<file path="config.mk">
export PLATFORM = sky130hd
export DESIGN_NAME = hssl_lpbk_tester
export DESIGN_NICKNAME = d
export VERILOG_FILES = /design/src/rtl/hssl_lpbk_pkg.sv /design/src/rtl/hssl_lpbk_chan.sv /design/src/rtl/hssl_lpbk_tester.sv
export SDC_FILE = /design/constraint.sdc
export NUM_CORES = 1
export LEC_CHECK = 0
export CAP_MARGIN = 10
export CORE_UTILIZATION = 38
export CTS_BUF_LIST = sky130_fd_sc_hd__clkbuf_8
export DETAILED_ROUTE_END_ITERATION = 10
export SYNTH_ARGS = -nofsm -noshare
export SYNTH_HDL_FRONTEND = slang
export SYNTH_HIERARCHICAL = 1
export SYNTH_SLANG_ARGS = --single-unit
</file>
<file path="constraint.sdc">
create_clock -name clk -period 6.56 [get_ports clk]
set_input_delay 0.656 -clock clk [delete_from_list [all_inputs] [get_ports clk]]
set_output_delay 0.656 -clock clk [all_outputs]
set_load 0.01 [all_outputs]
</file>
<file path="src/rtl/hssl_lpbk_pkg.sv">
// Shared constants, state encodings and the PRBS step function for the
// HSSL loopback traffic generator/checker.
package hssl_lpbk_pkg;

    localparam logic [31:0] SYNC_WORD_DEF = 32'h5A5A_C3C3;
    localparam logic [31:0] SEED_BASE     = 32'hACE1_0000;
    // x^32 + x^22 + x^2 + x + 1 mapped onto state bits 31, 21, 1 and 0
    localparam logic [31:0] LFSR_POLY     = 32'h8020_0003;
    localparam int unsigned LFSR_TAP_A    = 31;
    localparam int unsigned LFSR_TAP_B    = 21;
    localparam int unsigned LFSR_TAP_C    = 1;
    localparam int unsigned LFSR_TAP_D    = 0;

    typedef enum logic {
        IDLE = 1'b0,
        SEND = 1'b1
    } tx_state_e;

    typedef enum logic {
        HUNT  = 1'b0,
        CHECK = 1'b1
    } rx_state_e;

    function automatic logic [31:0] lfsr_next(input logic [31:0] state);
        logic fb;
        fb = state[LFSR_TAP_A] ^ state[LFSR_TAP_B] ^ state[LFSR_TAP_C] ^ state[LFSR_TAP_D];
        return {state[30:0], fb};
    endfunction

endpackage

</file>
<file path="src/rtl/hssl_lpbk_chan.sv">
// One loopback channel: framed PRBS transmitter, frame-locking receive
// checker and saturating error / good-frame counters.
module hssl_lpbk_chan
    import hssl_lpbk_pkg::*;
#(
    parameter int unsigned FRAME_WORDS = 16,
    parameter int unsigned MISS_LIMIT  = 4,
    parameter int unsigned CNT_WIDTH   = 16,
    parameter logic [31:0] SYNC_WORD   = SYNC_WORD_DEF,
    parameter logic [31:0] SEED        = SEED_BASE
) (
    input  logic                 clk,
    input  logic                 reset,
    input  logic                 enable_in,
    input  logic                 clear_in,
    output logic [31:0]          tx_data_out,
    output logic                 tx_vld_out,
    input  logic                 tx_rdy_in,
    input  logic [31:0]          rx_data_in,
    input  logic                 rx_vld_in,
    output logic                 locked_out,
    output logic [CNT_WIDTH-1:0] err_cnt_out,
    output logic [CNT_WIDTH-1:0] frm_cnt_out
);

    localparam int unsigned    IDX_W    = $clog2(FRAME_WORDS);
    localparam int unsigned    MISS_W   = $clog2(MISS_LIMIT + 1);
    localparam logic [IDX_W-1:0]  LAST_IDX = IDX_W'(FRAME_WORDS - 1);
    localparam logic [MISS_W-1:0] MISS_MAX = MISS_W'(MISS_LIMIT);

    tx_state_e          tx_state_r, tx_state_s;
    logic [IDX_W-1:0]   tx_idx_r, tx_idx_s;
    logic [31:0]        tx_lfsr_r, tx_lfsr_s;
    logic [31:0]        tx_data_r, tx_data_s;
    logic               tx_vld_r, tx_vld_s;
    logic               tx_xfer_s;

    rx_state_e          rx_state_r, rx_state_s;
    logic [IDX_W-1:0]   rx_idx_r, rx_idx_s;
    logic [31:0]        rx_exp_r, rx_exp_s;
    logic [MISS_W-1:0]  miss_r, miss_s, miss_inc_s;
    logic               frm_bad_r, frm_bad_s;
    logic               locked_r, locked_s;
    logic               rx_sync_s, rx_match_s;
    logic               err_inc_s, frm_inc_s;
    logic [CNT_WIDTH-1:0] err_cnt_r, frm_cnt_r;

    // TX next-state: a word leaves only on vld&rdy, frames always run to completion
    always_comb begin
        tx_state_s = tx_state_r;
        tx_idx_s   = tx_idx_r;
        tx_lfsr_s  = tx_lfsr_r;
        tx_data_s  = tx_data_r;
        tx_vld_s   = tx_vld_r;
        tx_xfer_s  = tx_vld_r & tx_rdy_in;
        case (tx_state_r)
            IDLE: begin
                if (enable_in) begin
                    tx_state_s = SEND;
                    tx_vld_s   = 1'b1;
                    tx_data_s  = SYNC_WORD;
                    tx_idx_s   = {IDX_W{1'b0}};
                    tx_lfsr_s  = SEED;
                end else begin
                    tx_vld_s   = 1'b0;
                end
            end
            SEND: begin
                if (!tx_xfer_s) begin
                    tx_vld_s = 1'b1;
                end else if (tx_idx_r == LAST_IDX) begin
                    if (enable_in) begin
                        tx_data_s = SYNC_WORD;
                        tx_idx_s  = {IDX_W{1'b0}};
                        tx_lfsr_s = SEED;
                    end else begin
                        tx_state_s = IDLE;
                        tx_vld_s   = 1'b0;
                    end
                end else begin
                    tx_idx_s  = tx_idx_r + IDX_W'(1);
                    tx_data_s = tx_lfsr_r;
                    tx_lfsr_s = lfsr_next(tx_lfsr_r);
                end
            end
            default: begin
                tx_state_s = IDLE;
                tx_vld_s   = 1'b0;
            end
        endcase
    end

    // TX state and output registers
    always_ff @(posedge clk or posedge reset) begin
        if (reset) begin
            tx_state_r <= IDLE;
            tx_idx_r   <= {IDX_W{1'b0}};
            tx_lfsr_r  <= SEED;
            tx_data_r  <= 32'h0000_0000;
            tx_vld_r   <= 1'b0;
        end else begin
            tx_state_r <= tx_state_s;
            tx_idx_r   <= tx_idx_s;
            tx_lfsr_r  <= tx_lfsr_s;
            tx_data_r  <= tx_data_s;
            tx_vld_r   <= tx_vld_s;
        end
    end

    // RX next-state: rx_exp_r always holds the payload word expected at rx_idx_r
    always_comb begin
        rx_state_s = rx_state_r;
        rx_idx_s   = rx_idx_r;
        rx_exp_s   = rx_exp_r;
        miss_s     = miss_r;
        frm_bad_s  = frm_bad_r;
        locked_s   = locked_r;
        err_inc_s  = 1'b0;
        frm_inc_s  = 1'b0;
        rx_sync_s  = (rx_data_in == SYNC_WORD);
        rx_match_s = (rx_data_in == rx_exp_r);
        miss_inc_s = miss_r + MISS_W'(1);
        if (rx_vld_in) begin
            case (rx_state_r)
                HUNT: begin
                    if (rx_sync_s) begin
                        rx_state_s = CHECK;
                        rx_idx_s   = IDX_W'(1);
                        rx_exp_s   = SEED;
                        miss_s     = {MISS_W{1'b0}};
                        frm_bad_s  = 1'b0;
                        locked_s   = 1'b1;
                    end else begin
                        locked_s   = 1'b0;
                    end
                end
                CHECK: begin
                    if (rx_idx_r == {IDX_W{1'b0}}) begin
                        if (rx_sync_s) begin
                            rx_idx_s  = IDX_W'(1);
                            rx_exp_s  = SEED;
                            frm_bad_s = 1'b0;
                        end else begin
                            err_inc_s  = 1'b1;
                            rx_state_s = HUNT;
                            locked_s   = 1'b0;
                        end
                    end else begin
                        rx_exp_s = lfsr_next(rx_exp_r);
                        if (rx_match_s) begin
                            miss_s = {MISS_W{1'b0}};
                        end else begin
                            err_inc_s = 1'b1;
                            miss_s    = miss_inc_s;
                            frm_bad_s = 1'b1;
                        end
                        if (!rx_match_s && (miss_inc_s == MISS_MAX)) begin
                            rx_state_s = HUNT;
                            locked_s   = 1'b0;
                        end else if (rx_idx_r == LAST_IDX) begin
                            rx_idx_s  = {IDX_W{1'b0}};
                            frm_inc_s = rx_match_s & ~frm_bad_r;
                        end else begin
                            rx_idx_s  = rx_idx_r + IDX_W'(1);
                        end
                    end
                end
                default: begin
                    rx_state_s = HUNT;
                    locked_s   = 1'b0;
                end
            endcase
        end else begin
            rx_state_s = rx_state_r;
        end
    end

    // RX state and lock registers
    always_ff @(posedge clk or posedge reset) begin
        if (reset) begin
            rx_state_r <= HUNT;
            rx_idx_r   <= {IDX_W{1'b0}};
            rx_exp_r   <= SEED;
            miss_r     <= {MISS_W{1'b0}};
            frm_bad_r  <= 1'b0;
            locked_r   <= 1'b0;
        end else begin
            rx_state_r <= rx_state_s;
            rx_idx_r   <= rx_idx_s;
            rx_exp_r   <= rx_exp_s;
            miss_r     <= miss_s;
            frm_bad_r  <= frm_bad_s;
            locked_r   <= locked_s;
        end
    end

    // Saturating counters; a clear overrides a coincident increment
    always_ff @(posedge clk or posedge reset) begin
        if (reset) begin
            err_cnt_r <= {CNT_WIDTH{1'b0}};
            frm_cnt_r <= {CNT_WIDTH{1'b0}};
        end else if (clear_in) begin
            err_cnt_r <= {CNT_WIDTH{1'b0}};
            frm_cnt_r <= {CNT_WIDTH{1'b0}};
        end else begin
            if (err_inc_s && (err_cnt_r != {CNT_WIDTH{1'b1}})) begin
                err_cnt_r <= err_cnt_r + CNT_WIDTH'(1);
            end
            if (frm_inc_s && (frm_cnt_r != {CNT_WIDTH{1'b1}})) begin
                frm_cnt_r <= frm_cnt_r + CNT_WIDTH'(1);
            end
        end
    end

    assign tx_data_out = tx_data_r;
    assign tx_vld_out  = tx_vld_r;
    assign locked_out  = locked_r;
    assign err_cnt_out = err_cnt_r;
    assign frm_cnt_out = frm_cnt_r;

endmodule

</file>
<file path="src/rtl/hssl_lpbk_tester.sv">
// Multi-channel HSSL loopback tester: one independent generator/checker
// per channel, buses packed 32 bits (or CNT_WIDTH bits) per channel.
module hssl_lpbk_tester
    import hssl_lpbk_pkg::*;
#(
    parameter int unsigned NUM_CHANNELS = 1,
    parameter int unsigned FRAME_WORDS  = 16,
    parameter int unsigned MISS_LIMIT   = 4,
    parameter int unsigned CNT_WIDTH    = 16,
    parameter logic [31:0] SYNC_WORD    = SYNC_WORD_DEF
) (
    input  logic                              clk,
    input  logic                              reset,
    input  logic                              enable_in,
    input  logic                              clear_in,
    output logic [32*NUM_CHANNELS-1:0]        tx_data_out,
    output logic [NUM_CHANNELS-1:0]           tx_vld_out,
    input  logic [NUM_CHANNELS-1:0]           tx_rdy_in,
    input  logic [32*NUM_CHANNELS-1:0]        rx_data_in,
    input  logic [NUM_CHANNELS-1:0]           rx_vld_in,
    output logic [NUM_CHANNELS-1:0]           locked_out,
    output logic [CNT_WIDTH*NUM_CHANNELS-1:0] err_cnt_out,
    output logic [CNT_WIDTH*NUM_CHANNELS-1:0] frm_cnt_out
);

    for (genvar c = 0; c < NUM_CHANNELS; c++) begin : g_chan
        hssl_lpbk_chan #(
            .FRAME_WORDS (FRAME_WORDS),
            .MISS_LIMIT  (MISS_LIMIT),
            .CNT_WIDTH   (CNT_WIDTH),
            .SYNC_WORD   (SYNC_WORD),
            .SEED        (SEED_BASE | 32'(c))
        ) u_chan (
            .clk         (clk),
            .reset       (reset),
            .enable_in   (enable_in),
            .clear_in    (clear_in),
            .tx_data_out (tx_data_out[32*c +: 32]),
            .tx_vld_out  (tx_vld_out[c]),
            .tx_rdy_in   (tx_rdy_in[c]),
            .rx_data_in  (rx_data_in[32*c +: 32]),
            .rx_vld_in   (rx_vld_in[c]),
            .locked_out  (locked_out[c]),
            .err_cnt_out (err_cnt_out[CNT_WIDTH*c +: CNT_WIDTH]),
            .frm_cnt_out (frm_cnt_out[CNT_WIDTH*c +: CNT_WIDTH])
        );
    end

endmodule

</file>
==> CHANGELOG.md, run 1 <==
### Physical design

- Post-DP HPWL: 11.40 mm
- Internal power component: 0.001796 W
- Global-route congestion overflow total: 0
- Nets at Floorplan: 728
- Worst Hold Launch: g_chan[0].u_chan/frm_bad_r$_DFFE_PP0P_
- Tap Cells: 225
- Number of buffers inserted during clock tree synthesis: 17
- Number of flops mapped to enable cells by yosys: 0
- Clk ins delay skew pair: 0.44 ns
- Library cell contributing the largest single delay on the critical path: sky130_fd_sc_hd__or4_1
- Xor+xnor area frac: 4.728%
- Crit-path cells: clkdlybuf4s50_1 -> xor2_1 -> nor4_1 -> and4_1 -> nand4_2 -> or4_1 -> a21oi_1
- H-Tree Depth: 4
- Path depth of the worst reg2reg path: 6
- Reported sequential group power: 0.00125 W
- Count of non-CTS inverters in the layout: 12
- Fraction of synthesis flops using an asynchronous set or reset pin: 100.0%
- Top cell excl fill/tap: sky130_fd_sc_hd__dfrtp_1
- Fraction of standard cell area that is sequential: 42.61%
- Largest area contributor in the netlist: sky130_fd_sc_hd__dfrtp_1
- Slew Limit Fails: 0
- Core Box Area: 0.01748 mm^2
- Required arrival time at the worst endpoint: 6.93 ns
- Final Instance Count excl. Fillers: 1014
- Number of max-capacitance violations reported: 0
- Critical path endpoint category: flop
- Avg Inst Size Synth: 10.04 um^2
- Top routing layer used: met4
- Logic depth of the worst path, buffers included: 7
- Gate Count Post-Synth: 683
- Post-route worst setup slack: 3.588 ns
- Pin count of the biggest net entering global routing: 74
- Vias in the first global route: 5474
- Starting DRT DRC Count: 342
- Portion of the post-synthesis area used by sequential elements: 52.87%
- Total non-filler cell area in the finished layout: 0.008503 mm^2
- Antenna violation net count after detailed routing: 0
- Met1 track demand over resource in global routing: 25.08%
- Register-to-register path setup slack: 3.78 ns
- Count of unresolved DRC violations after routing: 0
- Total cells reported by yosys after synthesis: 683
- End of the worst register-to-register path: g_chan[0].u_chan/frm_cnt_out[7]$_DFFE_PP0P_
- Final-layout clock buffer total: 19
- Post CTS Setup Buffer Count: 0
- Pre-CTS worst setup slack: 3.139 ns
- Synth top area cells: sky130_fd_sc_hd__dfrtp_1, sky130_fd_sc_hd__dfstp_2, sky130_fd_sc_hd__nand2_1
- CP bufs+invs: 1
- DR WL met2: 8.027 mm
- Final period utilization: 45.31%
- Post_cts resized: 0
- Fin Clk Skew: 0.01047 ns
- Wire length of the first global-routing pass: 27.50 mm
- Sequential cell count of the final layout: 144
- Sw Ratio: 30.12%
- Ratio of cells with drive above 1 in the final layout: 9.886%
- Global-route usage over all layers: 18.89%
- Top cell category: flip-flops and latches
- Crit path from: rx_data_in[26]
- Main power-consuming group: sequential cells
- Multi-input gates: 491
- Top achievable clock speed: 336.5 MHz
- Highest cell delay on the worst timing path: 0.66 ns
- Path type of the worst setup path: in -> reg
- Cell Count Post-Placement: 982
- Status: completed
- Power attributed to combinational cells: 0.000583 W
- Ao+oa area frac: 16.47%
- OpenROAD warnings: 27
- Multi-input gate area: 0.003054 mm^2
- Slew HR: 26.19%
- Count of plain and timing-repair buffers in the layout: 110
- Top comb family, area: simple AND/OR/NAND/NOR gates
- CTS tree: done
- Simple-gate share of the synthesized area: 19.68%
- Synth cell count leaders: sky130_fd_sc_hd__dfrtp_1, sky130_fd_sc_hd__nand2_1, sky130_fd_sc_hd__o21ai_0
- Number of hold buffers added after cts: 0
- Max-area cell share: 46.73%
- Area figure in the yosys stat output: 0.006854 mm^2
- Net Sw Power: 0.0007741 W
- Most used flip-flop cell after synthesis: sky130_fd_sc_hd__dfrtp_1
- Init Core Util: 39.22%
- Cell at the root of the clock tree: sky130_fd_sc_hd__clkbuf_8
- Top cells excl fill/tap: sky130_fd_sc_hd__dfrtp_1, sky130_fd_sc_hd__clkdlybuf4s50_1, sky130_fd_sc_hd__nand2_1, sky130_fd_sc_hd__o21ai_0, sky130_fd_sc_hd__nor2_1
- VDD IR-drop max: 0.0002624 V
- Startpoint types: input pin
- Ports placed on the boundary: 104
Run 1, signal wires on met2:
Scale: 3 px per um. Cells faint in the background.
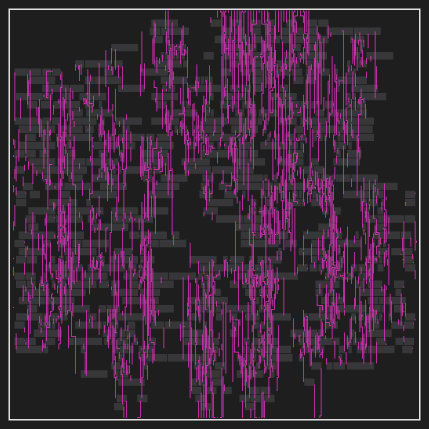
- share of all routed wire: 48%
- main direction: vertical
- nets with wire on the layer: 697
- longest straight run: 40.1 um
total length of routed wires: 16.75 mm
met2 capacity usage during global routing: 29.95%
number of vias in the routed layout: 5580

Run 1, pin placement:
Scale: 3 px per um. Pins as bars across the die edge, other pins in grey.
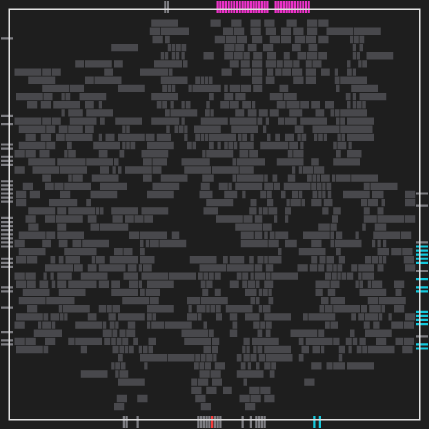
- `reset`: red (pins 1; direction input; edge bottom)
- `rx_data_in`: magenta (pins 32; direction input; edge top)
- `err_cnt_out`: cyan (pins 16; direction output; edge 14 right, 2 bottom)
- all pins by edge: 34 top, 31 left, 20 bottom, 19 right
die span in x: 136.3 um
die height: 136.3 um
Port Buffer Count: 103

Run 1, met3 routing:
Scale: 3 px per um. Cells faint in the background.
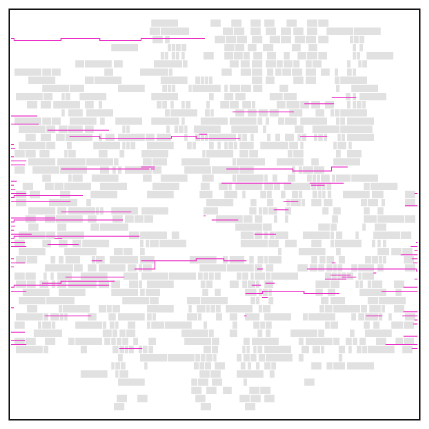
- share of all routed wire: 5.4%
- longest straight run: 41.6 um
- main direction: horizontal
- nets with wire on the layer: 76
- wire length on this layer: 900 um

Run 1, routing congestion:
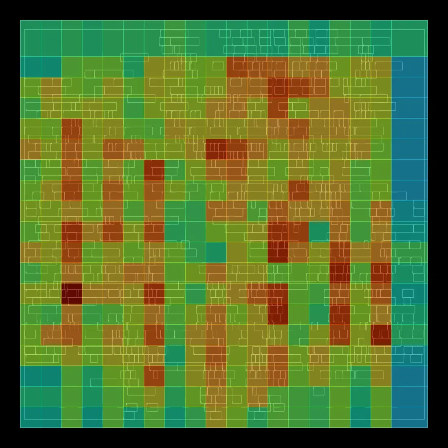
Avg WL per Cell: 16.52 um
met3 Use GR: 5.257%
post-layout util: 48.65%

Run 1, routed metal per tile:
Scale: 3 px per um. The die is cut into 27 by 27 equal tiles; dark blue is low, red is high, scaled to the fullest tile. Values are wire area over tile area, all layers added.
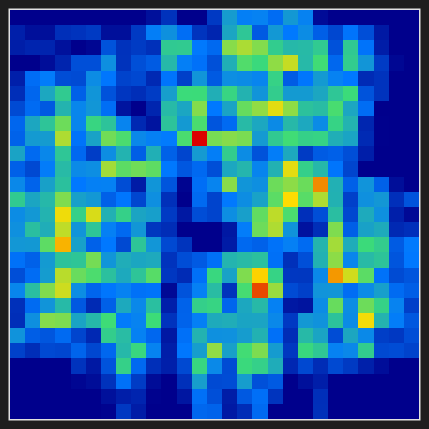

==> run 1 -> run 2 <==
- clock period: 6.56 -> 3.1 ns (I/O delays scaled with it)
Run 2, routed metal per tile:
Scale: 3 px per um. The die is cut into 27 by 27 equal tiles; dark blue is low, red is high, scaled to the fullest tile. Values are wire area over tile area, all layers added.
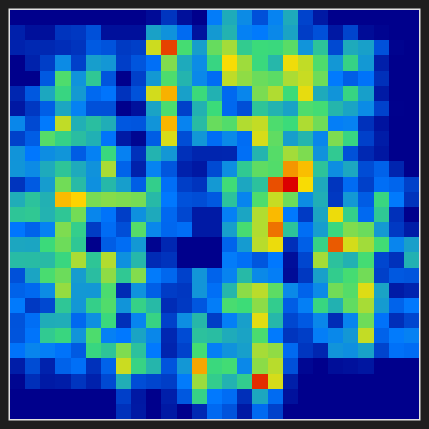
- tiles over half the peak: 17%
- nearly empty tiles: 14%
- fullest tile: 0.51
- mean over tiles: 0.15

==> run 2 against run 1 <==
Against the previous run: clock skew is 0.0028 ns higher; largest cell class unchanged; die size unchanged; flip-flop count stayed put; worst hold slack got worse by 0.16 ns; critical path type is now reg -> reg; cell count increased by 0.69%.
==> CHANGELOG.md, run 2 <==
### Physical design

- Xor+xnor area frac: 4.728% (unchanged)
- Reported sequential group power: 0.00266 W (+110%)
- Avg WL per Cell: 16.82 um (+1.8%)
- Critical path endpoint category: flop
- Fraction of standard cell area that is sequential: 42.45% (-0.16 points)
- Simple-gate share of the synthesized area: 19.68% (unchanged)
- Global-route usage over all layers: 19.51% (+0.61 points)
- Net Sw Power: 0.001605 W (+110%)
- Highest cell delay on the worst timing path: 0.57 ns (-0.09 ns)
- Path depth of the worst reg2reg path: 7 (+1)
- Cell Count Post-Placement: 989 (+0.71%)
- Sequential cell count of the final layout: 144 (unchanged)
- Final-layout clock buffer total: 18 (-1)
- Gate Count Post-Synth: 683 (unchanged)
- Met1 track demand over resource in global routing: 27.00% (+1.9 points)
- Pre-CTS worst setup slack: 0.3225 ns (-2.817 ns)
- Die height: 136.3 um (unchanged)
- Top cell category: flip-flops and latches
- Ports placed on the boundary: 104 (unchanged)
- Multi-input gate area: 0.003054 mm^2 (unchanged)
- Largest area contributor in the netlist: sky130_fd_sc_hd__dfrtp_1
- Final period utilization: 80.12%
- Status: completed
- Synth top area cells: sky130_fd_sc_hd__dfrtp_1, sky130_fd_sc_hd__dfstp_2, sky130_fd_sc_hd__nand2_1
- H-Tree Depth: 4 (unchanged)
- Avg Inst Size Synth: 10.04 um^2 (unchanged)
- Fraction of synthesis flops using an asynchronous set or reset pin: 100.0% (unchanged)
- Post CTS Setup Buffer Count: 0 (unchanged)
- Required arrival time at the worst endpoint: 3.46 ns (-3.47 ns)
- Number of flops mapped to enable cells by yosys: 0 (unchanged)
- Power attributed to combinational cells: 0.00123 W (+110%)
- Tap Cells: 225 (unchanged)
- Cell at the root of the clock tree: sky130_fd_sc_hd__clkbuf_8
- Library cell contributing the largest single delay on the critical path: sky130_fd_sc_hd__dfstp_2
- Total non-filler cell area in the finished layout: 0.008536 mm^2 (+0.38%)
- Portion of the post-synthesis area used by sequential elements: 52.87% (unchanged)
- Post-route worst setup slack: 0.6164 ns (-2.971 ns)
- Crit-path cells: xor2_1 -> nor4_1 -> and4_1 -> nand4_2 -> buf_4 -> or4_1 -> a21oi_1
- Post-DP HPWL: 11.72 mm (+2.9%)
- CP bufs+invs: 1 (unchanged)
- Logic depth of the worst path, buffers included: 7 (unchanged)
- Slew HR: 37.68% (+11 points)
No activity file was given, so power comes from the tool's default toggle rates.
